[src/rtl/maquina_estados_pkg.sv]
// Shared state encoding and default widths for the maquina_estados FSM.
package maquina_estados_pkg;

   localparam int ESTADO_W     = 3;
   localparam int UMBRAL_W_DEF = 3;

   typedef enum logic [ESTADO_W-1:0] {
      ST_RESET  = 3'd0,
      ST_INIT   = 3'd1,
      ST_IDLE   = 3'd2,
      ST_ACTIVE = 3'd3,
      ST_ERROR  = 3'd4
   } estado_t;

endpackage

[src/rtl/maquina_estados_param_contador_idle.sv]
// Consecutive all-empty cycle counter; done flags the edge where the count would reach IDLE_CNT.
module contador_idle #(
   parameter int IDLE_CNT = 4
) (
   input  logic clk,
   input  logic reset,
   input  logic en,
   input  logic clr,
   output logic done
);

   localparam int CNT_W = $clog2(IDLE_CNT + 1);
   localparam logic [CNT_W-1:0] TERM = CNT_W'(IDLE_CNT - 1);

   logic [CNT_W-1:0] cnt_q;
   logic [CNT_W-1:0] cnt_d;

   assign done = en && (cnt_q == TERM);

   // Terminal count clears instead of incrementing, so the counter never wraps.
   always_comb begin
      cnt_d = cnt_q;
      if (clr || done) begin
         cnt_d = '0;
      end else if (en) begin
         cnt_d = cnt_q + 1'b1;
      end
   end

   always_ff @(posedge clk) begin
      if (!reset) begin
         cnt_q <= '0;
      end else begin
         cnt_q <= cnt_d;
      end
   end

endmodule

[src/rtl/maquina_estados_param.sv]
// FIFO activity state machine with threshold configuration; UMBRAL_CHECK_EN enables bajo>alto rejection.
//
// state     | meaning
// RESET  0  | held in reset, leaves on first edge with reset high
// INIT   1  | capturing thresholds into shadows while init=1
// IDLE   2  | all FIFOs empty, waiting for activity
// ACTIVE 3  | some FIFO busy, counting consecutive all-empty cycles
// ERROR  4  | rejected thresholds, only init or reset leave
module maquina_estados_param
   import maquina_estados_pkg::*;
#(
   parameter int NUM_FIFOS = 8,
   parameter int UMBRAL_W  = UMBRAL_W_DEF,
   parameter int IDLE_CNT  = 4
) (
   input  logic                clk,
   input  logic                reset,
   input  logic                init,
   input  logic [UMBRAL_W-1:0] bajo,
   input  logic [UMBRAL_W-1:0] alto,
   input  logic [NUM_FIFOS-1:0] empty_fifos,
   output logic [ESTADO_W-1:0] estado_out,
   output logic                active_out,
   output logic                idle_out,
   output logic                error_out,
   output logic [UMBRAL_W-1:0] bajo_out,
   output logic [UMBRAL_W-1:0] alto_out
);

   estado_t             estado_q;
   estado_t             estado_d;
   logic [UMBRAL_W-1:0] sh_bajo_q;
   logic [UMBRAL_W-1:0] sh_alto_q;
   logic [UMBRAL_W-1:0] bajo_q;
   logic [UMBRAL_W-1:0] alto_q;
   logic                active_q;
   logic                idle_q;
   logic                all_empty;
   logic                cnt_en;
   logic                cnt_clr;
   logic                cnt_done;
   logic                umbral_mal;

   assign all_empty = &empty_fifos;
   assign cnt_en    = (estado_q == ST_ACTIVE) && !init && all_empty;
   assign cnt_clr   = (estado_q != ST_ACTIVE) || init || !all_empty;

`ifdef UMBRAL_CHECK_EN
   logic error_q;
   assign umbral_mal = (sh_bajo_q > sh_alto_q);
   assign error_out  = error_q;
`else
   assign umbral_mal = 1'b0;
   assign error_out  = 1'b0;
`endif

   contador_idle #(
      .IDLE_CNT (IDLE_CNT)
   ) u_contador_idle (
      .clk   (clk),
      .reset (reset),
      .en    (cnt_en),
      .clr   (cnt_clr),
      .done  (cnt_done)
   );

   always_comb begin
      estado_d = estado_q;
      case (estado_q)
         ST_RESET:  estado_d = ST_INIT;
         ST_INIT:   if (!init) estado_d = umbral_mal ? ST_ERROR : ST_IDLE;
         ST_IDLE: begin
            if (init)            estado_d = ST_INIT;
            else if (!all_empty) estado_d = ST_ACTIVE;
         end
         ST_ACTIVE: begin
            if (init)          estado_d = ST_INIT;
            else if (cnt_done) estado_d = ST_IDLE;
         end
         ST_ERROR:  if (init) estado_d = ST_INIT;
         default:   estado_d = ST_RESET;
      endcase
   end

   // Status flags decode the next state so they line up with estado_q.
   always_ff @(posedge clk) begin
      if (!reset) begin
         estado_q  <= ST_RESET;
         active_q  <= 1'b0;
         idle_q    <= 1'b0;
         sh_bajo_q <= '0;
         sh_alto_q <= '0;
         bajo_q    <= '0;
         alto_q    <= '0;
`ifdef UMBRAL_CHECK_EN
         error_q   <= 1'b0;
`endif
      end else begin
         estado_q <= estado_d;
         active_q <= (estado_d == ST_ACTIVE);
         idle_q   <= (estado_d == ST_IDLE);
`ifdef UMBRAL_CHECK_EN
         error_q  <= (estado_d == ST_ERROR);
`endif
         if (estado_q == ST_INIT && init) begin
            sh_bajo_q <= bajo;
            sh_alto_q <= alto;
         end
         if (estado_q == ST_INIT && !init && !umbral_mal) begin
            bajo_q <= sh_bajo_q;
            alto_q <= sh_alto_q;
         end
      end
   end

   assign estado_out = estado_q;
   assign active_out = active_q;
   assign idle_out   = idle_q;
   assign bajo_out   = bajo_q;
   assign alto_out   = alto_q;

endmodule

[config.mk]
export PLATFORM = sky130hd
export DESIGN_NAME = maquina_estados_param
export DESIGN_NICKNAME = d
export VERILOG_FILES = /design/src/rtl/maquina_estados_pkg.sv /design/src/rtl/maquina_estados_param_contador_idle.sv /design/src/rtl/maquina_estados_param.sv
export SDC_FILE = /design/constraint.sdc
export NUM_CORES = 1
export LEC_CHECK = 0
export CORE_MARGIN = 5
export CORE_UTILIZATION = 35
export CTS_CLUSTER_SIZE = 25
export DETAILED_ROUTE_END_ITERATION = 7
export PLACE_DENSITY_LB_ADDON = 0.08
export RECOVER_POWER = 25
export SLEW_MARGIN = 20
export SYNTH_ARGS = -nofsm -noshare
export SYNTH_HDL_FRONTEND = slang
export SYNTH_HIERARCHICAL = 1
export SYNTH_SLANG_ARGS = --single-unit
export TNS_END_PERCENT = 20
[constraint.sdc]
create_clock -name clk -period 3.9 [get_ports clk]
set_input_delay 0.78 -clock clk [delete_from_list [all_inputs] [get_ports clk]]
set_output_delay 0.78 -clock clk [all_outputs]
set_load 0.01 [all_outputs]
==> Slide: Implementation Results, run 1 <==
Synthesis and Place & Route Summary

Worst setup path
  – Crit Path Max Fanout: 7
  – Arrival time of the worst setup path: 2.85 ns
  – Beginning of the critical path: init
  – Crit end category: register
  – Cells on worst reg2reg path: 8
  – Worst setup endpoint: estado_out[0]
  – Reg2reg start: estado_out[0]
  – Startpoint types: input pin
  – Critical path class: in -> reg

Final layout
  – Ant diodes: 0
  – Reg area: 400 µm²
  – Layout area overhead: 36.1%
  – Layout cells sized above 1: 0.0541
  – Final #Nets: 132
  – Logic cell area: 437 µm²
  – Filler instances: 229

Synth
  – Cell Type Count: 26
  – Cell Area, Synth: 866 µm²
  – YS chip area: 866 µm²
  – Main area contributors: dfxtp_1, mux2i_1, nor2b_1
  – Most common cell in the netlist: dfxtp_1
  – EDFF count, synth: 0
  – Top cells by count: dfxtp_1, nor2b_1, mux2i_1
  – Post-synth seq share: 0.462
  – Synth Flop Type: dfxtp_1
  – Max-area cell share: 0.462
  – Yosys Instances: 84
  – Syn nets: 103
  – Syn avg cell area: 10.3 µm²
  – Async S/R FF share, synth: 0

Final timing
  – Setup TNS Final: 0 ns
  – # setup viols final: 0
  – Final hold violations: 0
  – Setup ws final: 1.26 ns
  – Max frequency: 0.378 GHz
  – Clock Skews: 0.00730 ns
  – Count of final max-slew check failures: 0
  – Slew @ Worst Pin: 0.573 ns

Placed design
  – Final HPWL DP: 1.24 mm
  – GPL Wtd Cong: 0.713
  – Placement Setup Slack: 1.04 ns

Drt
  – Remaining antenna violation count: 0
  – Via-per-instance ratio: 4.60
  – Routed vias: 648
  – DR pass1 iterations: 3
  – # DRC: 0
  – Initial detailed-routing violation count: 5

Power
  – Pwr Density: 311 nW/µm²
  – Pwr Total: 0.367 mW
  – Worst VDD drop: 0.000167 V
  – Pleak: 0.405 nW

Clock network
  – Root buf cell: clkbuf_4
  – Insertion Delay late pin: 0.29 ns
  – CTS resizes: 0
  – CTS buffer count: 3
  – Cts hold-fix bufs: 0

Run
  – Tool warnings: 26
  – Max Cap Viol: 0

Floorplanning
  – Die area: 3570 µm²
  – Area of the core: 2410 µm²
  – Fp_density: 0.359

Global route
  – Pin count of the biggest net entering global routing: 16
  – Total gr overflow: 0
  – Vias in the first global route: 626
  – Initial antenna violation count: 0
  – Tot GR Track Use: 0.107
  – First-pass GRT wire length: 2.81 mm

Worst hold path
  – Hold Path Sink: u_contador_idle/cnt_q[2]
  – Hold path start: u_contador_idle/cnt_q[2]

Outcome
  – Status: finished clean
run 1: metrics by stage:
stage	instance area (µm²)	utilization	std cells	hold WS, ns
2_1_floorplan	866	-	84	0.449
3_3_place_gp	1160	0.480	138	0.461
3_5_place_dp	1160	0.480	138	0.474
4_1_cts	1180	0.490	141	0.490
5_1_grt	1180	0.489	141	0.505
6_report	1180	0.489	141	0.488
run 1: registers in the layout, summed over array words and instances, names as in the netlist:
register	cells
u_contador_idle/cnt_q	3
bajo_out	3
sh_bajo_q	3
active_out	1
alto_out	3
idle_out	1
estado_out	3
sh_alto_q	3
run 1: metal layers:
layer,up-vias,part of all wire,GRT usage,wire [µm]
li1,340,-,-,-
met2,16,0.46,0.153,751
met5,-,0,0,0
met1,290,0.46,0.138,754
met4,0,0.0092,0.0570,15
met3,2,0.069,0.0410,113
run 1: kinds of logic after synthesis:
kind of cell / Yosys count / share of synthesized area
compound gates: 6 / 0.0434
fa+ha+maj: 2 / 0.0289
buf+inv: 6 / 0.0318
flops: 20 / 0.462
mux: 12 / 0.139
other cells: 1 / 0.00433
simple gates: 37 / 0.290
run 1: power by group:
group          leakage, nW  switching, mW  internal [mW]
combinational        0.229         0.0203         0.0347
sequential           0.162        0.00486          0.211
clock               0.0138         0.0603         0.0359
run 1: cell type report:
| class | instances | area share |
|---|---|---|
| flip-flops and latches | 20 | 0.340 |
| multi-input cells | 58 | 0.370 |
| inverters | 3 | 0.00955 |
| well taps | 30 | 0.0318 |
| clock buffers | 3 | 0.0191 |
| repair buffers | 27 | 0.229 |
run 1: worst max-delay path, cell delays in order:
cell	delay, ns
dlygate4sd3_1	0.64
nor4_1	0.39
nand3_1	0.14
inv_1	0.16
and2_1	0.14
nor2b_1	0.04
o21ai_0	0.12
o311ai_0	0.22
and2_1	0.22
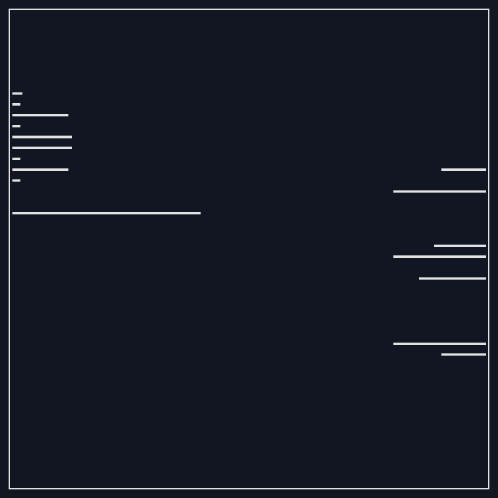
run_1/met3.png
Drawn at 8 px/µm.
main direction: horizontal
longest straight run: 23.2 µm
share of all routed wire: 6.9%
WL final: 1.64 mm
GR Util met3: 0.0410

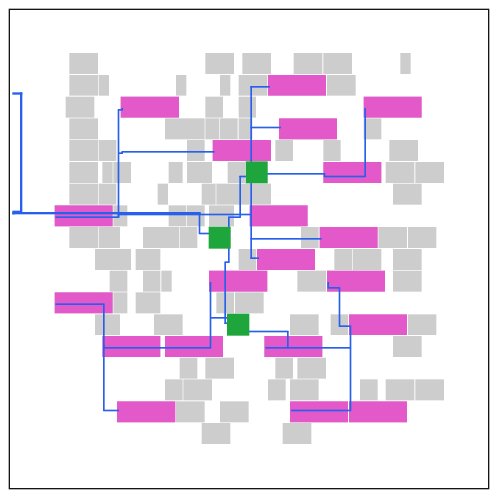
run_1/clock_map.png
Drawn at 8 px/µm.
[green] cells driving clock nets | count: 3
[blue] clock wires | length: 267 µm
[magenta] flip-flops | count: 20
routed clock nets: 4

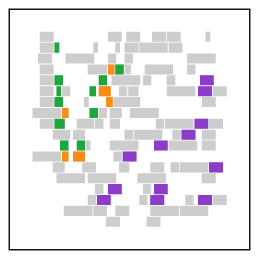
run_1/gate_families.png
Drawn at 4 px/µm.
| color | family | cells |
|---|---|---|
| purple | multiplexers | 12 |
| orange | inverting AOI/OAI gates | 6 |
| green | NAND gates | 11 |
dominant logic cell type in the layout: clkdlybuf4s50_1
multi-input gate share of total cell area: 0.370
post-route insts no fill: 141

--- run 2 (diff from run 1) ---
- clock period: 3.9 -> 2.18 ns (I/O delays scaled with it)
==> Slide: Implementation Results, run 2 <==
Synthesis and Place & Route Summary

Final layout
  – Most common logic cells in the final layout: clkdlybuf4s50_1, dfxtp_1, nor2b_1, mux2i_1, nand2b_1
  – Dominant logic cell type in the layout: clkdlybuf4s50_1
  – Design Area, Final: 1220 µm² (+3.3%)
  – Utilization after layout: 0.505 (+0.0161)
  – Ant diodes: 0 (unchanged)
  – Layout cells sized above 1: 0.0870 (+0.0329)
  – Final #Nets: 135 (+2.3%)
  – Layout area overhead: 40.6%
  – Post-route insts no fill: 145 (+2.8%)

Floorplanning
  – Area of the core: 2410 µm² (unchanged)
  – Placement row count: 18
  – Fp_density: 0.359 (unchanged)
  – Die area: 3570 µm² (unchanged)
  – DIE WIDTH: 59.7 µm

Drt
  – # DRC: 0 (unchanged)
  – WL met1: 721 µm (-4.4%)
  – DR pass1 iterations: 2 (-1)
  – Remaining antenna violation count: 0 (unchanged)
  – Initial detailed-routing violation count: 13 (+8)
  – WL final: 1.68 mm (+2.4%)
  – Routed vias: 666 (+2.8%)
  – Met2 WL post-DR: 799 µm (+6.4%)
  – Top layer in use: met4
  – DR WL met3: 116 µm (+2.7%)
  – Via-per-instance ratio: 4.59 (about the same)

Global route
  – M1 GR Usage: 0.120 (-0.0179)
  – Vias in the first global route: 644 (+2.9%)
  – Tot GR Track Use: 0.107 (-0.000255)
  – GR Util met3: 0.0346 (-0.00648)
  – M2 GR Usage: 0.173 (+0.0201)
  – First-pass GRT wire length: 2.77 mm (-1.2%)
  – Layer with the highest usage: met2
  – Pin count of the biggest net entering global routing: 13 (-3)
  – Total gr overflow: 0 (unchanged)
  – Initial antenna violation count: 0 (unchanged)

Clock network
  – CTS buffer count: 3 (unchanged)
  – Worst-path clk slew: 0.11 ns
  – CTS tree: yes
  – # clock sinks: 20
  – Setup bufs post-CTS: 0
  – Root buf cell: clkbuf_4

Run
  – Max Cap Viol: 0 (unchanged)
  – Tool warnings: 26 (unchanged)

Outcome
  – Status: finished clean

Synth
  – EDFF count, synth: 0 (unchanged)
  – Most common cell in the netlist: dfxtp_1
  – Syn Inst Count: 84
  – Yosys Instances: 84 (unchanged)
  – Syn nets: 103 (unchanged)
  – Async S/R FF share, synth: 0 (unchanged)
  – Cell Type Count: 26 (unchanged)
  – Synth Flop Type: dfxtp_1
  – Area leader, netlist: dfxtp_1
  – Main area contributors: dfxtp_1, mux2i_1, nor2b_1
  – Top cells by count: dfxtp_1, nor2b_1, mux2i_1
  – Synthesized registers: 20
  – YS chip area: 866 µm² (unchanged)
  – Max-area cell share: 0.462 (unchanged)
  – Post-synth seq share: 0.462 (unchanged)
  – Syn avg cell area: 10.3 µm² (unchanged)
  – Yosys warns: 6
  – Cell Area, Synth: 866 µm² (unchanged)

Placed design
  – Area after DPL: 1180 µm² (+1.9%)
  – Final HPWL DP: 1.31 mm (+5.1%)
  – GPL Wtd Cong: 0.647 (-9.3%)
  – Placement Setup Slack: -0.191 ns (-1.23 ns)
  – PortBufs: 27
  – Inst Count DP: 141 (+2.2%)

Final timing
  – # setup viols final: 0 (unchanged)
  – Setup TNS Final: 0 ns (unchanged)
  – Count of final max-slew check failures: 0 (unchanged)
  – Period minus WS final: 1.99 ns
  – WHS: 0.487 ns (-0.000562 ns)
  – Max frequency: 0.503 GHz
  – Cycle use final: 0.912
  – Final hold violations: 0 (unchanged)
  – Setup ws final: 0.191 ns (-1.06 ns)

Worst setup path
  – Crit Path Max Fanout: 3 (-4)
  – Critical path class: in -> reg
  – Crit end category: register
  – CP max stage delay: 0.45 ns (-0.19 ns)
  – Crit path max-delay family: simple AND/OR/NAND/NOR gates
  – Crit path cell chain: clkdlybuf4s50_1, nand2_1, nor4_2, nand3_1, inv_1, and2_1, nor2b_1, o21ai_0, o311ai_1, nor4_1
  – Worst EP required: 2.38 ns
  – Worst path bufs/invs: 2 (unchanged)
  – Arrival time of the worst setup path: 2.19 ns (-0.66 ns)
  – Critical Path Slowest Stage Cell: clkdlybuf4s50_1
  – Startpoint types: input pin

Power
  – Pwr Total: 0.699 mW (+91%)
  – Pwr Density: 575 nW/µm² (+85%)
  – Pleak: 0.424 nW (+4.6%)
  – Worst VDD drop: 0.000300 V (+80%)
run 2: cell types whose count changed in the layout (fill, tap and decap cells not counted), sizes merged:
cell           previous run  this run
buf                       0         2
clkbuf                    3         5
clkdlybuf4s50            25        27
dlygate4sd3               2         0
run 2: logic make-up (layout without fill, tap and decap cells):
logic type               after synthesis  in the layout  share of synthesized area
AND-OR/OR-AND                          6              6                     0.0434
adder cells (fa/ha/maj)                2              2                     0.0289
buffers and inverters                  6             37                     0.0318
flip-flops                            20             20                      0.462
multiplexers                          12             12                      0.139
other                                  1              1                    0.00433
AND/OR/NAND/NOR                       37             37                      0.290
run 2: final timing paths:
path	from	endpoint	cells after the start	slack [ns]
worst max-delay path	empty_fifos[6]	idle_out	10	0.19
worst min register to register	u_contador_idle/cnt_q[2]	u_contador_idle/cnt_q[2]	2	0.49
worst max register to register	estado_out[0]	idle_out	8	0.56
worst min-delay path	u_contador_idle/cnt_q[2]	u_contador_idle/cnt_q[2]	2	0.49
run 2: worst register-to-register path, delay by kind of cell, from the launching register on:
kind                   cells  cell delay [ns]
and+or+nand+nor            5             0.74
DFF                        1             0.42
AOI/OAI and AO/OA          2             0.28
buffers and inverters      1             0.10
run 2: layout make-up:
cell class                 instances  area [µm²]
tap                               30        37.5
inverter                           3        11.3
multi-input combinational         58         443
fill                             236        1190
sequential                        20         400
timing repair buffer              30         289
clock buffer                       4        36.3
run 2: timing repair:
item                                    4_1_cts  5_1_grt
endpoints found under the hold margin         0        0
endpoints found under the setup margin        0        3
gates resized                                 0        2
hold buffers                                  0        0
run 2: where the power goes:
group          switching, mW  internal, mW  leakage (nW)  total, mW
combinational         0.0376        0.0647         0.241      0.102
sequential           0.00901         0.377         0.162      0.386
clock                  0.109         0.102        0.0210      0.211
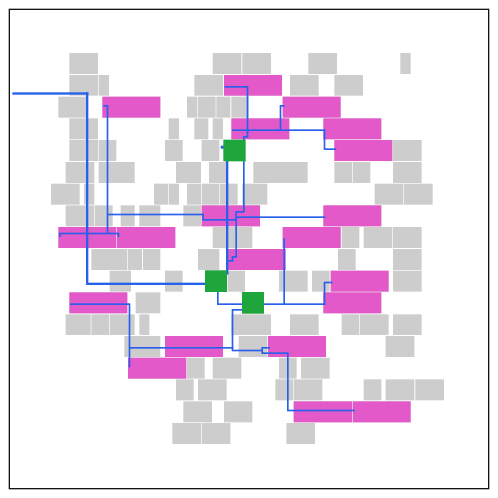
run_2/clock_map.png
Drawn at 8 px/µm.
[blue] clock wires | length: 254 µm
[magenta] flip-flops | count: 20
[green] cells driving clock nets | count: 3
routed clock nets: 4
Clk network pwr share: 0.301
Insertion Delay late pin: 0.29 ns
Clock Skews: 0.00452 ns

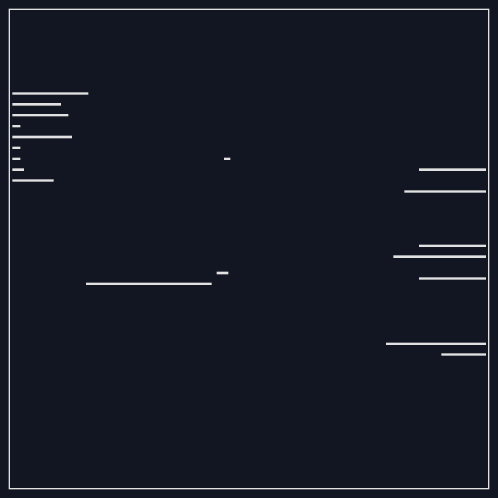
run_2/met3.png
Drawn at 8 px/µm.
wire length on this layer: 116 µm
longest straight run: 15.4 µm
nets with wire on the layer: 17

--- run 3 (diff from run 2) ---
- CTS_BUF_LIST: not set -> sky130_fd_sc_hd__clkbuf_2
- CTS_CLUSTER_SIZE: 25 -> not set
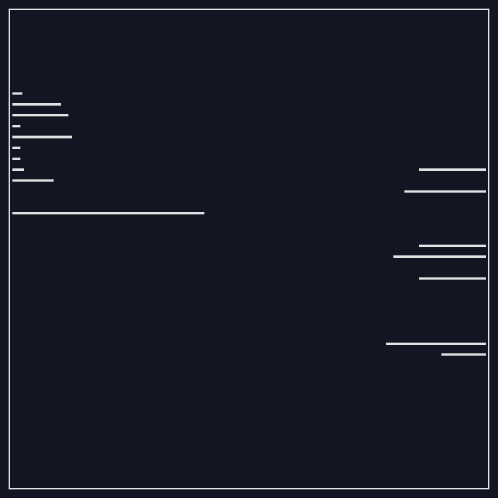
run_3/met3.png
Drawn at 8 px/µm.
longest straight run: 23.7 µm
share of all routed wire: 7.0%
wire length on this layer: 115 µm
WL final: 1.64 mm
GR Util met3: 0.0346
routed vias: 659

==> Slide: Implementation Results, run 3 <==
Synthesis and Place & Route Summary

Final layout
  – Layout cells sized above 1: 0.0783 (-0.00870)
  – Most common logic cells in the final layout: clkdlybuf4s50_1, dfxtp_1, nor2b_1, mux2i_1, nand2b_1
  – Final #Nets: 135 (unchanged)
  – Logic cell area: 443 µm² (unchanged)
  – Dominant logic cell type in the layout: clkdlybuf4s50_1
  – Reg area: 400 µm² (unchanged)
  – Layout area overhead: 38.6%
  – Design Area, Final: 1200 µm² (-1.4%)
  – Ant diodes: 0 (unchanged)
  – Utilization after layout: 0.498 (-0.00727)
  – Filler instances: 237 (+0.42%)

Synth
  – Yosys warns: 6 (unchanged)
  – Async S/R FF share, synth: 0 (unchanged)
  – Synth Flop Type: dfxtp_1
  – Top cells by count: dfxtp_1, nor2b_1, mux2i_1
  – Syn Inst Count: 84 (unchanged)
  – Synthesized registers: 20 (unchanged)
  – Max-area cell share: 0.462 (unchanged)
  – Cell Type Count: 26 (unchanged)
  – Yosys Instances: 84 (unchanged)
  – YS chip area: 866 µm² (unchanged)
  – Post-synth seq share: 0.462 (unchanged)
  – Cell Area, Synth: 866 µm² (unchanged)
  – Most common cell in the netlist: dfxtp_1
  – Main area contributors: dfxtp_1, mux2i_1, nor2b_1
  – Syn nets: 103 (unchanged)
  – EDFF count, synth: 0 (unchanged)
  – Syn avg cell area: 10.3 µm² (unchanged)
  – Area leader, netlist: dfxtp_1

Global route
  – First-pass GRT wire length: 2.76 mm (-0.47%)
  – M2 GR Usage: 0.170 (-0.00309)
  – Layer with the highest usage: met2
  – M1 GR Usage: 0.121 (+0.00133)
  – Total gr overflow: 0 (unchanged)
  – Vias in the first global route: 644 (unchanged)
  – Pin count of the biggest net entering global routing: 13 (unchanged)
  – Tot GR Track Use: 0.105 (-0.00178)
  – Initial antenna violation count: 0 (unchanged)

Placed design
  – GPL Wtd Cong: 0.647 (unchanged)
  – PortBufs: 27 (unchanged)
  – Placement Setup Slack: -0.191 ns (unchanged)
  – Final HPWL DP: 1.31 mm (unchanged)
  – Area after DPL: 1180 µm² (unchanged)

Floorplanning
  – DIE HEIGHT: 59.7 µm
  – Area of the core: 2410 µm² (unchanged)
  – DIE WIDTH: 59.7 µm (unchanged)
  – Num ports: 29
  – Placement row count: 18 (unchanged)
  – Die area: 3570 µm² (unchanged)
  – Fp_density: 0.359 (unchanged)

Final timing
  – Period minus WS final: 1.94 ns (-0.0524 ns)
  – RSZ-0062 raised after global routing: no
  – Cycle use final: 0.888 (-0.0241)
  – # setup viols final: 0 (unchanged)
  – Count of final max-slew check failures: 0 (unchanged)
  – WHS: 0.494 ns (+0.00616 ns)
  – Clock Skews: 0.00728 ns (+0.00276 ns)
  – Max frequency: 0.516 GHz (+2.7%)
  – Setup ws final: 0.244 ns (+0.0524 ns)
  – Final hold violations: 0 (unchanged)

Worst setup path
  – Crit end category: register
  – Arrival time of the worst setup path: 2.17 ns (-0.02 ns)
  – Startpoint types: input pin
  – Worst EP required: 2.41 ns (+0.03 ns)
  – Critical path class: in -> reg
  – Crit Path Max Fanout: 3 (unchanged)

Drt
  – Remaining antenna violation count: 0 (unchanged)
  – Via-per-instance ratio: 4.54 (-1.1%)
  – DR pass1 iterations: 2 (unchanged)
  – Wirelength per Cell: 11.3 µm
  – DR WL met3: 115 µm (-0.86%)
  – Initial detailed-routing violation count: 13 (unchanged)
  – WL met1: 729 µm (+1.1%)
  – Met2 WL post-DR: 783 µm (-2.0%)
  – Top layer in use: met4
  – # DRC: 0 (unchanged)

Power
  – Top Consumer: registers
  – Power Clock: 0.147 mW (-30%)
  – Sw Share: 0.241 (+0.0188)
  – Switch Pwr: 0.154 mW (-1.4%)
  – Worst VDD drop: 0.000266 V (-11%)
  – Seq pwr share: 0.608 (+0.056)
  – Logic power comb: 0.102 mW (about the same)
  – Pleak: 0.417 nW (-1.6%)
  – Int Power: 0.483 mW (-11%)
  – Clk network pwr share: 0.232 (-0.069)
  – Pwr Total: 0.636 mW (-9.0%)
  – Comb pwr share: 0.160 (+0.014)
  – P_seq: 0.387 mW (about the same)
  – Pwr Density: 530 nW/µm² (-7.7%)

Run
  – Max Cap Viol: 0 (unchanged)
  – Tool warnings: 26 (unchanged)

Clock network
  – Root buf cell: clkbuf_2
  – # clock sinks: 20 (unchanged)
  – Insertion Delay late pin: 0.30 ns (about the same)
  – Clk buf depth: 2
  – CTS buffer count: 3 (unchanged)
  – CTS tree: yes
  – Setup bufs post-CTS: 0 (unchanged)
  – H-tree depth: 1
  – Worst-path clk slew: 0.18 ns (+0.07 ns)
  – Cts hold-fix bufs: 0 (unchanged)

Outcome
  – Status: finished clean

Worst hold path
  – Hold WC Path Type: reg -> reg
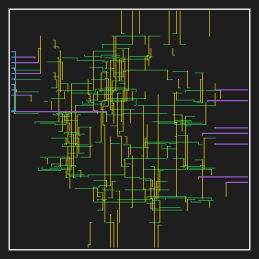
run_3/metal_stack.png
Drawn at 4 px/µm.
| color | layer | wire length |
|---|---|---|
| green | met1 | 729 µm |
| purple | met3 | 115 µm |
| yellow | met2 | 784 µm |
| cyan | met4 | 15.9 µm |

==> run 3: path summary, 6_finish.rpt <==
kind | start | endpoint | slack, ns | cells past startpoint
worst max-delay path | empty_fifos[6] | idle_out | 0.24 | 10
worst max register to register | estado_out[0] | idle_out | 0.59 | 8
worst min register to register | u_contador_idle/cnt_q[2] | u_contador_idle/cnt_q[2] | 0.49 | 2
worst min-delay path | u_contador_idle/cnt_q[2] | u_contador_idle/cnt_q[2] | 0.49 | 2
==> run 3: kinds of logic after synthesis <==
group | Yosys count | share of synthesized area
AOI/OAI and AO/OA | 6 | 0.0434
adders and majority gates | 2 | 0.0289
buffers and inverters | 6 | 0.0318
other | 1 | 0.00433
DFF | 20 | 0.462
and+or+nand+nor | 37 | 0.290
muxes | 12 | 0.139
==> run 3: worst max-delay path, stage by stage <==
cell and delay [ns]:
clkdlybuf4s50_1 0.45, nand2_1 0.06, nor4_2 0.30, nand3_1 0.13, inv_1 0.10, and2_1 0.13
nor2b_1 0.04, o21ai_0 0.13, o311ai_1 0.16, nor4_1 0.24
==> run 3: per-stage QoR <==
stage,cells,TNS [ns]
5_1_grt,145,0
2_1_floorplan,84,0
3_3_place_gp,141,-0.317
4_1_cts,145,0
6_report,145,0
3_5_place_dp,141,-0.610
==> run 3: repair_timing <==
item / CTS / global route
setup endpoints to repair: 0 / 1
hold endpoints to repair: 0 / 0
gates resized: 0 / 2
==> run 3: area by class of cell <==
| type | count | area share |
|---|---|---|
| flip-flops and latches | 20 | 0.334 |
| inverters | 3 | 0.00938 |
| multi-input cells | 58 | 0.369 |
| clock buffers | 3 | 0.0125 |
| clock inverters | 1 | 0.00313 |
| well taps | 30 | 0.0313 |
| repair buffers | 30 | 0.241 |
Power and IR drop assume default switching activity.
